### M3 wires, run 1

Scale bar: 20 µm.
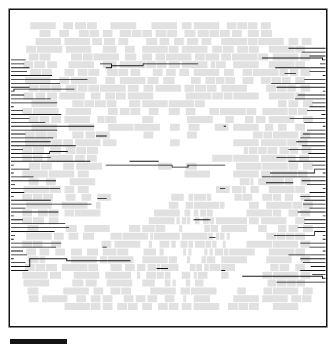
### Metal 2, run 1

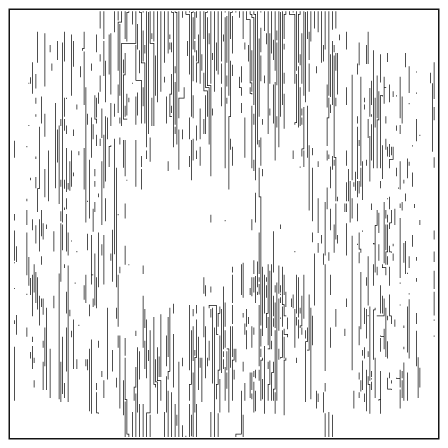
### Metal 4, run 1

Supply wires on this layer in gray.
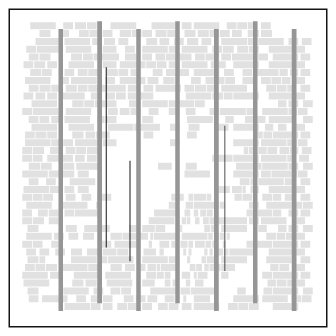
$ cat src/rtl/apb_master_if.sv
// Command/response and APB bus bundle for apb_master.
// Handshake: a transfer occurs on a rising edge where valid && ready; the sender holds valid and its payload until that edge.
interface apb_master_if;
    logic        cmd_valid;
    logic        cmd_ready;
    logic        cmd_write;
    logic [31:0] cmd_addr;
    logic [31:0] cmd_wdata;
    logic        rsp_valid;
    logic        rsp_ready;
    logic [31:0] rsp_rdata;
    logic        rsp_err;
    logic        psel;
    logic        penable;
    logic        pwrite;
    logic [31:0] paddr;
    logic [31:0] pwdata;
    logic [31:0] prdata;
    logic        pready;
    logic        pslverr;

    modport master (
        input  cmd_valid, cmd_write, cmd_addr, cmd_wdata, rsp_ready,
        input  prdata, pready, pslverr,
        output cmd_ready, rsp_valid, rsp_rdata, rsp_err,
        output psel, penable, pwrite, paddr, pwdata
    );

    modport slave (
        output cmd_valid, cmd_write, cmd_addr, cmd_wdata, rsp_ready,
        output prdata, pready, pslverr,
        input  cmd_ready, rsp_valid, rsp_rdata, rsp_err,
        input  psel, penable, pwrite, paddr, pwdata
    );
endinterface

$ cat src/rtl/apb_master.sv
// Single-outstanding APB master: one command in, one APB transfer, one response out.
// Wait states are bounded by TIMEOUT; an expired wait completes with rsp_err=1.
module apb_master #(
    parameter int TIMEOUT = 16
) (
    input  logic         pclk,
    input  logic         preset,
    apb_master_if.master bus,
    output logic [1:0]   state_dbg
);
    typedef enum logic [1:0] {IDLE, SETUP, ACCESS, RESP} state_t;

    localparam logic [7:0] TIMEOUT_CNT = 8'(TIMEOUT);

    state_t      state;
    logic [7:0]  wait_cnt;
    logic [7:0]  wait_next;

    assign wait_next = wait_cnt + 8'd1;
    assign state_dbg = state;

    always_ff @(posedge pclk or posedge preset) begin
        if (preset) begin
            state         <= IDLE;
            wait_cnt      <= 8'd0;
            bus.cmd_ready <= 1'b0;
            bus.rsp_valid <= 1'b0;
            bus.rsp_rdata <= 32'd0;
            bus.rsp_err   <= 1'b0;
            bus.psel      <= 1'b0;
            bus.penable   <= 1'b0;
            bus.pwrite    <= 1'b0;
            bus.paddr     <= 32'd0;
            bus.pwdata    <= 32'd0;
        end else begin
            case (state)
                IDLE: begin
                    if (bus.cmd_valid && bus.cmd_ready) begin
                        bus.pwrite    <= bus.cmd_write;
                        bus.paddr     <= bus.cmd_addr;
                        bus.pwdata    <= bus.cmd_wdata;
                        bus.psel      <= 1'b1;
                        bus.cmd_ready <= 1'b0;
                        wait_cnt      <= 8'd0;
                        state         <= SETUP;
                    end else begin
                        // cmd_ready rises on the first edge after reset release
                        bus.cmd_ready <= 1'b1;
                    end
                end
                SETUP: begin
                    bus.penable <= 1'b1;
                    state       <= ACCESS;
                end
                ACCESS: begin
                    if (bus.pready) begin
                        bus.psel      <= 1'b0;
                        bus.penable   <= 1'b0;
                        bus.rsp_valid <= 1'b1;
                        bus.rsp_err   <= bus.pslverr;
                        bus.rsp_rdata <= (!bus.pwrite && !bus.pslverr) ? bus.prdata : 32'd0;
                        state         <= RESP;
                    end else if (wait_next == TIMEOUT_CNT) begin
                        bus.psel      <= 1'b0;
                        bus.penable   <= 1'b0;
                        bus.rsp_valid <= 1'b1;
                        bus.rsp_err   <= 1'b1;
                        bus.rsp_rdata <= 32'd0;
                        wait_cnt      <= wait_next;
                        state         <= RESP;
                    end else begin
                        wait_cnt <= wait_next;
                    end
                end
                RESP: begin
                    if (bus.rsp_ready) begin
                        bus.rsp_valid <= 1'b0;
                        bus.cmd_ready <= 1'b1;
                        state         <= IDLE;
                    end
                end
                default: state <= IDLE;
            endcase
        end
    end
endmodule

$ cat src/flat_wrapper.sv
// flat-port wrapper written by rule: the top's interface ports become plain ports
module apb_master_flat 
#(
    parameter int TIMEOUT = 16
)
  (pclk, preset, state_dbg, bus_cmd_valid, bus_cmd_write, bus_cmd_addr, bus_cmd_wdata, bus_rsp_ready, bus_prdata, bus_pready, bus_pslverr, bus_cmd_ready, bus_rsp_valid, bus_rsp_rdata, bus_rsp_err, bus_psel, bus_penable, bus_pwrite, bus_paddr, bus_pwdata);
  apb_master_if bus_i ();
  input  logic pclk;
  input  logic preset;
  output logic [1:0] state_dbg;
  input wire logic [$bits(bus_i.cmd_valid)-1:0] bus_cmd_valid;
  input wire logic [$bits(bus_i.cmd_write)-1:0] bus_cmd_write;
  input wire logic [$bits(bus_i.cmd_addr)-1:0] bus_cmd_addr;
  input wire logic [$bits(bus_i.cmd_wdata)-1:0] bus_cmd_wdata;
  input wire logic [$bits(bus_i.rsp_ready)-1:0] bus_rsp_ready;
  input wire logic [$bits(bus_i.prdata)-1:0] bus_prdata;
  input wire logic [$bits(bus_i.pready)-1:0] bus_pready;
  input wire logic [$bits(bus_i.pslverr)-1:0] bus_pslverr;
  output wire logic [$bits(bus_i.cmd_ready)-1:0] bus_cmd_ready;
  output wire logic [$bits(bus_i.rsp_valid)-1:0] bus_rsp_valid;
  output wire logic [$bits(bus_i.rsp_rdata)-1:0] bus_rsp_rdata;
  output wire logic [$bits(bus_i.rsp_err)-1:0] bus_rsp_err;
  output wire logic [$bits(bus_i.psel)-1:0] bus_psel;
  output wire logic [$bits(bus_i.penable)-1:0] bus_penable;
  output wire logic [$bits(bus_i.pwrite)-1:0] bus_pwrite;
  output wire logic [$bits(bus_i.paddr)-1:0] bus_paddr;
  output wire logic [$bits(bus_i.pwdata)-1:0] bus_pwdata;
  assign bus_i.cmd_valid = bus_cmd_valid;
  assign bus_i.cmd_write = bus_cmd_write;
  assign bus_i.cmd_addr = bus_cmd_addr;
  assign bus_i.cmd_wdata = bus_cmd_wdata;
  assign bus_i.rsp_ready = bus_rsp_ready;
  assign bus_i.prdata = bus_prdata;
  assign bus_i.pready = bus_pready;
  assign bus_i.pslverr = bus_pslverr;
  assign bus_cmd_ready = bus_i.cmd_ready;
  assign bus_rsp_valid = bus_i.rsp_valid;
  assign bus_rsp_rdata = bus_i.rsp_rdata;
  assign bus_rsp_err = bus_i.rsp_err;
  assign bus_psel = bus_i.psel;
  assign bus_penable = bus_i.penable;
  assign bus_pwrite = bus_i.pwrite;
  assign bus_paddr = bus_i.paddr;
  assign bus_pwdata = bus_i.pwdata;
  apb_master #(.TIMEOUT(TIMEOUT)) u_core (.pclk(pclk), .preset(preset), .bus(bus_i), .state_dbg(state_dbg));
endmodule
$ cat config.mk
export PLATFORM = sky130hd
export DESIGN_NAME = apb_master_flat
export DESIGN_NICKNAME = d
export VERILOG_FILES = /design/src/rtl/apb_master_if.sv /design/src/rtl/apb_master.sv /design/src/flat_wrapper.sv
export SDC_FILE = /design/constraint.sdc
export NUM_CORES = 1
export LEC_CHECK = 0
export CAP_MARGIN = 40
export CORE_MARGIN = 4
export CORE_UTILIZATION = 42
export CTS_BUF_LIST = sky130_fd_sc_hd__clkbuf_8
export DETAILED_ROUTE_END_ITERATION = 10
export GPL_TIMING_DRIVEN = 1
export PLACE_DENSITY = 0.82
export SLEW_MARGIN = 30
export SYNTH_ARGS = -nofsm -noshare
export SYNTH_HDL_FRONTEND = slang
export SYNTH_SLANG_ARGS = --single-unit
export TNS_END_PERCENT = 5
$ cat constraint.sdc
create_clock -name pclk -period 4.4 [get_ports pclk]
set_input_delay 0.88 -clock pclk [delete_from_list [all_inputs] [get_ports pclk]]
set_output_delay 0.88 -clock pclk [all_outputs]
set_load 0.01 [all_outputs]
==> flow_summary.json, run 1 <==
{
  "power.switching_mw": 1.47,
  "grt_antenna_before_repair": 0,
  "coreArea_um2": 10200,
  "timing.fmax_ghz": 0.401,
  "finalNetCount": 611,
  "buffers": 209,
  "bufAreaShareNonClock_pct": 30.9,
  "use_met3_pct": 7.45,
  "fp_util_pct": 42.9,
  "finalSetupViolations": 0,
  "clock_area_share_pct": 3.04,
  "diodes": 0,
  "clkLatencyLatePin_ps": 370,
  "power_leader": "combinational cells",
  "crit_type": "input pin to flip-flop",
  "worstPathArrival_ps": 2740,
  "routed_wl_um": 11300,
  "die.size.y_um": 110,
  "dp_hpwl_um": 8560,
  "met3_length_um": 1260,
  "seqCellArea_um2": 2800,
  "synth.logic.top_family": "multiplexers",
  "powerClk_mw": 0.634,
  "ant_nets": 0,
  "sh_seq_area_pct": 41.3,
  "final_common_cell": "clkdlybuf4s50_1",
  "dominant_cells": "sequential cells",
  "hold_violations": 0,
  "grt_first_pass_wirelength_um": 16700,
  "highest_layer": "met4",
  "finalCritPeriodShare_pct": 56.7,
  "synth.distinct_cells": 37,
  "p_comb_mw": 2.23,
  "cts.sinks": 112,
  "taps": 136,
  "grt_max_degree": 59,
  "cts-root-buf": "clkbuf_8",
  "pwr-share-seq_pct": 38.5,
  "routed-wl-met2_um": 5820,
  "worst_pin_slew_ps": 673,
  "rsz0062_at_grt": "no",
  "holdBufCountCts": 0,
  "ys_sh_aoi_pct": 11.1,
  "crit_chain": "clkdlybuf4s50_1 > nand3_4 > o21ai_0 > nand2_1 > o21ai_0 > o41ai_1",
  "drive_gt1_share_pct": 18.3,
  "outcome": "completed",
  "path_max_fanout": 38,
  "switching_share_pct": 31.5,
  "ys_seq_share_pct": 63.8,
  "postCtsSetupBuffers": 0,
  "power_mw": 4.66,
  "critPathCapture": "u_core.wait_cnt[7]$_DFFE_PP0P_",
  "clockPowerShare_pct": 13.6,
  "cp-end-kind": "flip-flop",
  "num_rows": 37
}
## Picture notes: 'M3 wires'
main direction: horizontal
longest straight run: 28.8 µm
share of all routed wire: 11%
nets with wire on the layer: 122

## Picture notes: 'Metal 2'
wire length on this layer: 5820 µm
longest straight run: 46.2 µm
nets with wire on the layer: 575
main direction: vertical

## Picture notes: 'Metal 4'
wire length on this layer: 148 µm
longest straight run: 62.6 µm
main direction: vertical
nets with wire on the layer: 2

--- run 2 (diff from run 1) ---
==> constraint.sdc (replaced) <==
create_clock -name pclk -period 2.6 [get_ports pclk]
set_input_delay 0.52 -clock pclk [delete_from_list [all_inputs] [get_ports pclk]]
set_output_delay 0.52 -clock pclk [all_outputs]
set_load 0.01 [all_outputs]
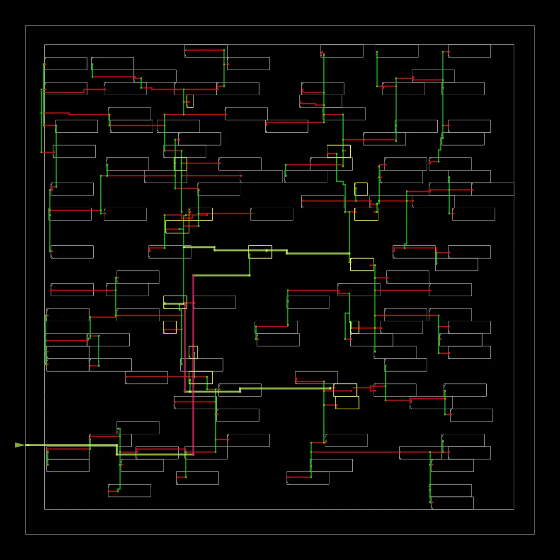
*The clock network, run 2*
Num Clock Sinks: 112
Worst Skew: 13.8 ps
FFs & Latches: 112
Worst-Skew Late Latency: 360 ps
Layout clock buffers: 10

==> flow_summary.json, run 2 <==
{
  "regToRegSetupSlack_ps": 440,
  "power_leader": "combinational cells",
  "cts-root-buf": "clkbuf_8",
  "seqCellArea_um2": 2800,
  "use_met1_pct": 21.4,
  "grt_pass1_vias": 3457,
  "hold_path_class": "flip-flop to flip-flop",
  "grtUsageMet2_pct": 31.1,
  "syn_area_um2": 4390,
  "final_cells": 648,
  "finalSetupViolations": 0,
  "synth.distinct_cells": 37,
  "drt_pass1_iterations": 4,
  "worst_pin_slew_ps": 441,
  "holdBufCountCts": 0,
  "yosysWarnings": 0,
  "coreArea_um2": 10200,
  "die.size.y_um": 110,
  "comb_cells": 167,
  "outcome": "completed",
  "diodes": 0,
  "pwr-share-seq_pct": 39.2,
  "sh_seq_area_pct": 41.2,
  "dpl_cell_area_um2": 6630,
  "crit_type": "flip-flop to flip-flop",
  "taps": 136,
  "m1WireLength_um": 4390,
  "cp-end-kind": "flip-flop",
  "routed-wl-met2_um": 5670,
  "drc": 0,
  "slew_headroom_pct": 70.2,
  "die-area_um2": 12200,
  "ys_seq_share_pct": 63.8,
  "crit_chain": "ha_1 > nor4bb_1 > a41oi_2 > nand2b_1 > buf_4 > a22o_1",
  "cts_buffer_depth": 2,
  "highest_layer": "met4",
  "clock_area_share_pct": 2.56,
  "p_comb_mw": 3.79,
  "routed_wl_um": 11500,
  "dp_hpwl_um": 8630,
  "dieWidth_um": 110,
  "finalNetCount": 614,
  "internal-power_mw": 5.29,
  "num_rows": 37,
  "ff_type": "dfrtp_1",
  "cp.required_ps": 2830,
  "inverters": 5,
  "critPathCapture": "u_core.bus.rsp_rdata[17]$_DFFE_PP0P_",
  "postCtsSetupBuffers": 0,
  "place_inst": 632,
  "power.switching_mw": 2.49,
  "path_max_fanout": 33,
  "power_mw": 7.78,
  "final_common_cell": "clkdlybuf4s50_1",
  "clockPowerShare_pct": 12.0,
  "p_per_area_nw_per_um2": 1140,
  "timing.fmax_ghz": 0.462,
  "use_met3_pct": 8.33,
  "dominant_cells": "sequential cells",
  "grt_first_pass_wirelength_um": 17300,
  "seq-power_mw": 3.05,
  "fp_util_pct": 42.9,
  "grt_max_degree": 67,
  "bufAreaShareNonClock_pct": 31.5,
  "synth.logic.top_family": "multiplexers",
  "worstPathArrival_ps": 2400,
  "drive_gt1_share_pct": 18.4,
  "port_buffers": 206,
  "rsz0062_at_grt": "no",
  "post_cts_resized": 0,
  "crit_cells": 6,
  "ant_nets": 0,
  "switching_share_pct": 32.0,
  "buffers": 212,
  "met3_length_um": 1320,
  "ys_sh_aoi_pct": 11.1,
  "hold_violations": 0,
  "busiest_layer": "met2",
  "grt_antenna_before_repair": 0,
  "hp-start": "u_core.bus.paddr[8]$_DFFE_PP0P_",
  "r2r-end": "u_core.bus.rsp_rdata[17]$_DFFE_PP0P_",
  "finalCritPeriodShare_pct": 83.3,
  "powerClk_mw": 0.935,
  "grtUsageTotal_pct": 18.5,
  "comb-cell-share_pct": 21.9
}
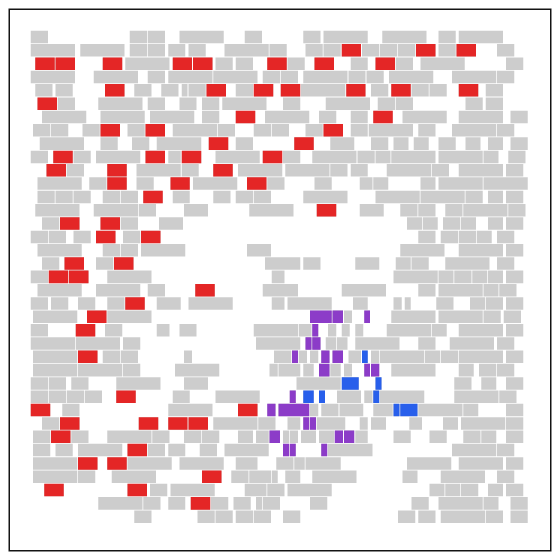
*Gate-type map, run 2*
[nand cells] purple | cells: 23
[nor cells] blue | cells: 8
[mux cells] red | cells: 66

--- run 3 (diff from run 2) ---
--- a/config.mk
+++ b/config.mk
@@ -7,11 +7,11 @@
 export LEC_CHECK = 0
 export CAP_MARGIN = 40
 export CORE_MARGIN = 4
-export CORE_UTILIZATION = 42
+export CORE_UTILIZATION = 38
 export CTS_BUF_LIST = sky130_fd_sc_hd__clkbuf_8
 export DETAILED_ROUTE_END_ITERATION = 10
 export GPL_TIMING_DRIVEN = 1
-export PLACE_DENSITY = 0.82
+export PLACE_DENSITY = 0.78
 export SLEW_MARGIN = 30
 export SYNTH_ARGS = -nofsm -noshare
 export SYNTH_HDL_FRONTEND = slang
==> constraint.sdc (replaced) <==
create_clock -name pclk -period 1.75 [get_ports pclk]
set_input_delay 0.35 -clock pclk [delete_from_list [all_inputs] [get_ports pclk]]
set_output_delay 0.35 -clock pclk [all_outputs]
set_load 0.01 [all_outputs]
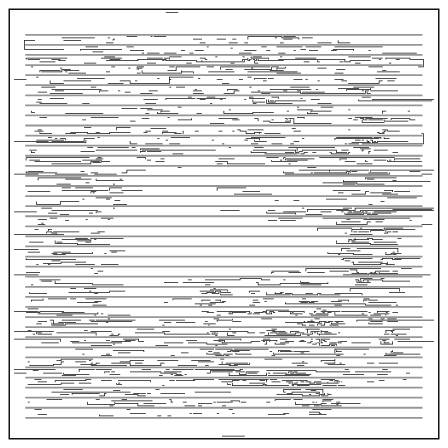
*M1 wires, run 3*
Supply wires on this layer in gray.
longest straight run: 28.1 µm
main direction: horizontal

==> flow_summary.json, run 3 <==
{
  "outcome": "finished, violations left",
  "violations": "negative setup slack",
  "dominant_cells": "sequential cells",
  "clock_area_share_pct": 3.23,
  "finalSetupViolations": 34,
  "cp.required_ps": 2070,
  "routed-wl-met2_um": 6120,
  "highest_layer": "met4",
  "seqCellArea_um2": 2810,
  "seq-power_mw": 4.50,
  "ys_sh_aoi_pct": 11.1,
  "sh_seq_area_pct": 38.9,
  "layout_setup_ws_ps": -114,
  "port_buffers": 206,
  "hold_path_class": "input pin to asynchronous set/reset pin",
  "power_mw": 12.4,
  "clkLatencyLatePin_ps": 380,
  "switching_share_pct": 31.0,
  "flop-count": 112,
  "syn_area_um2": 4390,
  "critPathCapture": "u_core.bus.rsp_rdata[1]$_DFFE_PP0P_",
  "final_cells": 676,
  "buffers": 236,
  "r2r-end": "u_core.bus.rsp_rdata[1]$_DFFE_PP0P_",
  "worst_pin_slew_ps": 374,
  "ant_nets": 0,
  "yosysWarnings": 0,
  "use_met1_pct": 20.5,
  "grt_first_pass_wirelength_um": 18400,
  "timing.fmax_ghz": 0.536,
  "p_per_area_nw_per_um2": 1720,
  "coreArea_um2": 11100,
  "dpl_cell_area_um2": 6800,
  "die-area_um2": 13300,
  "postCtsSetupBuffers": 0,
  "grtUsageTotal_pct": 17.8,
  "regToRegSetupSlack_ps": -110,
  "met3_length_um": 1360,
  "die.size.y_um": 115,
  "routed_wl_um": 12100,
  "inverters": 5,
  "finalCritPeriodShare_pct": 107,
  "cts-root-buf": "clkbuf_8",
  "clkbuf_count": 12,
  "internal-power_mw": 8.55,
  "fp_util_pct": 39.6,
  "p_comb_mw": 6.12,
  "diodes": 0,
  "cp-end-kind": "flip-flop",
  "path_max_fanout": 8,
  "rsz0062_at_grt": "yes",
  "synth.distinct_cells": 37,
  "place_inst": 653,
  "dieWidth_um": 115,
  "m1WireLength_um": 4410,
  "pwr-share-seq_pct": 36.3,
  "powerClk_mw": 1.77,
  "ff_type": "dfrtp_1",
  "drt_pass1_iterations": 4,
  "bufAreaShareNonClock_pct": 33.4,
  "holdBufCountCts": 0,
  "crit_cells": 7,
  "worstPathArrival_ps": 2180,
  "hold_violations": 0,
  "comb_cells": 167,
  "power.switching_mw": 3.83,
  "synth.logic.top_family": "multiplexers",
  "grt_pass1_vias": 3538,
  "crit_type": "flip-flop to flip-flop",
  "drc": 0,
  "dp_hpwl_um": 8670,
  "cts_buffer_depth": 2,
  "power_leader": "combinational cells"
}
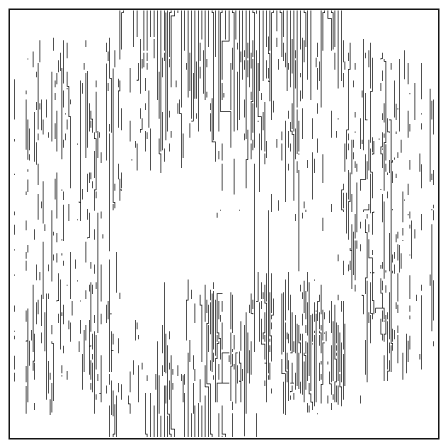
*Metal 2, run 3*
nets with wire on the layer: 588
main direction: vertical

Power and IR drop assume default switching activity.
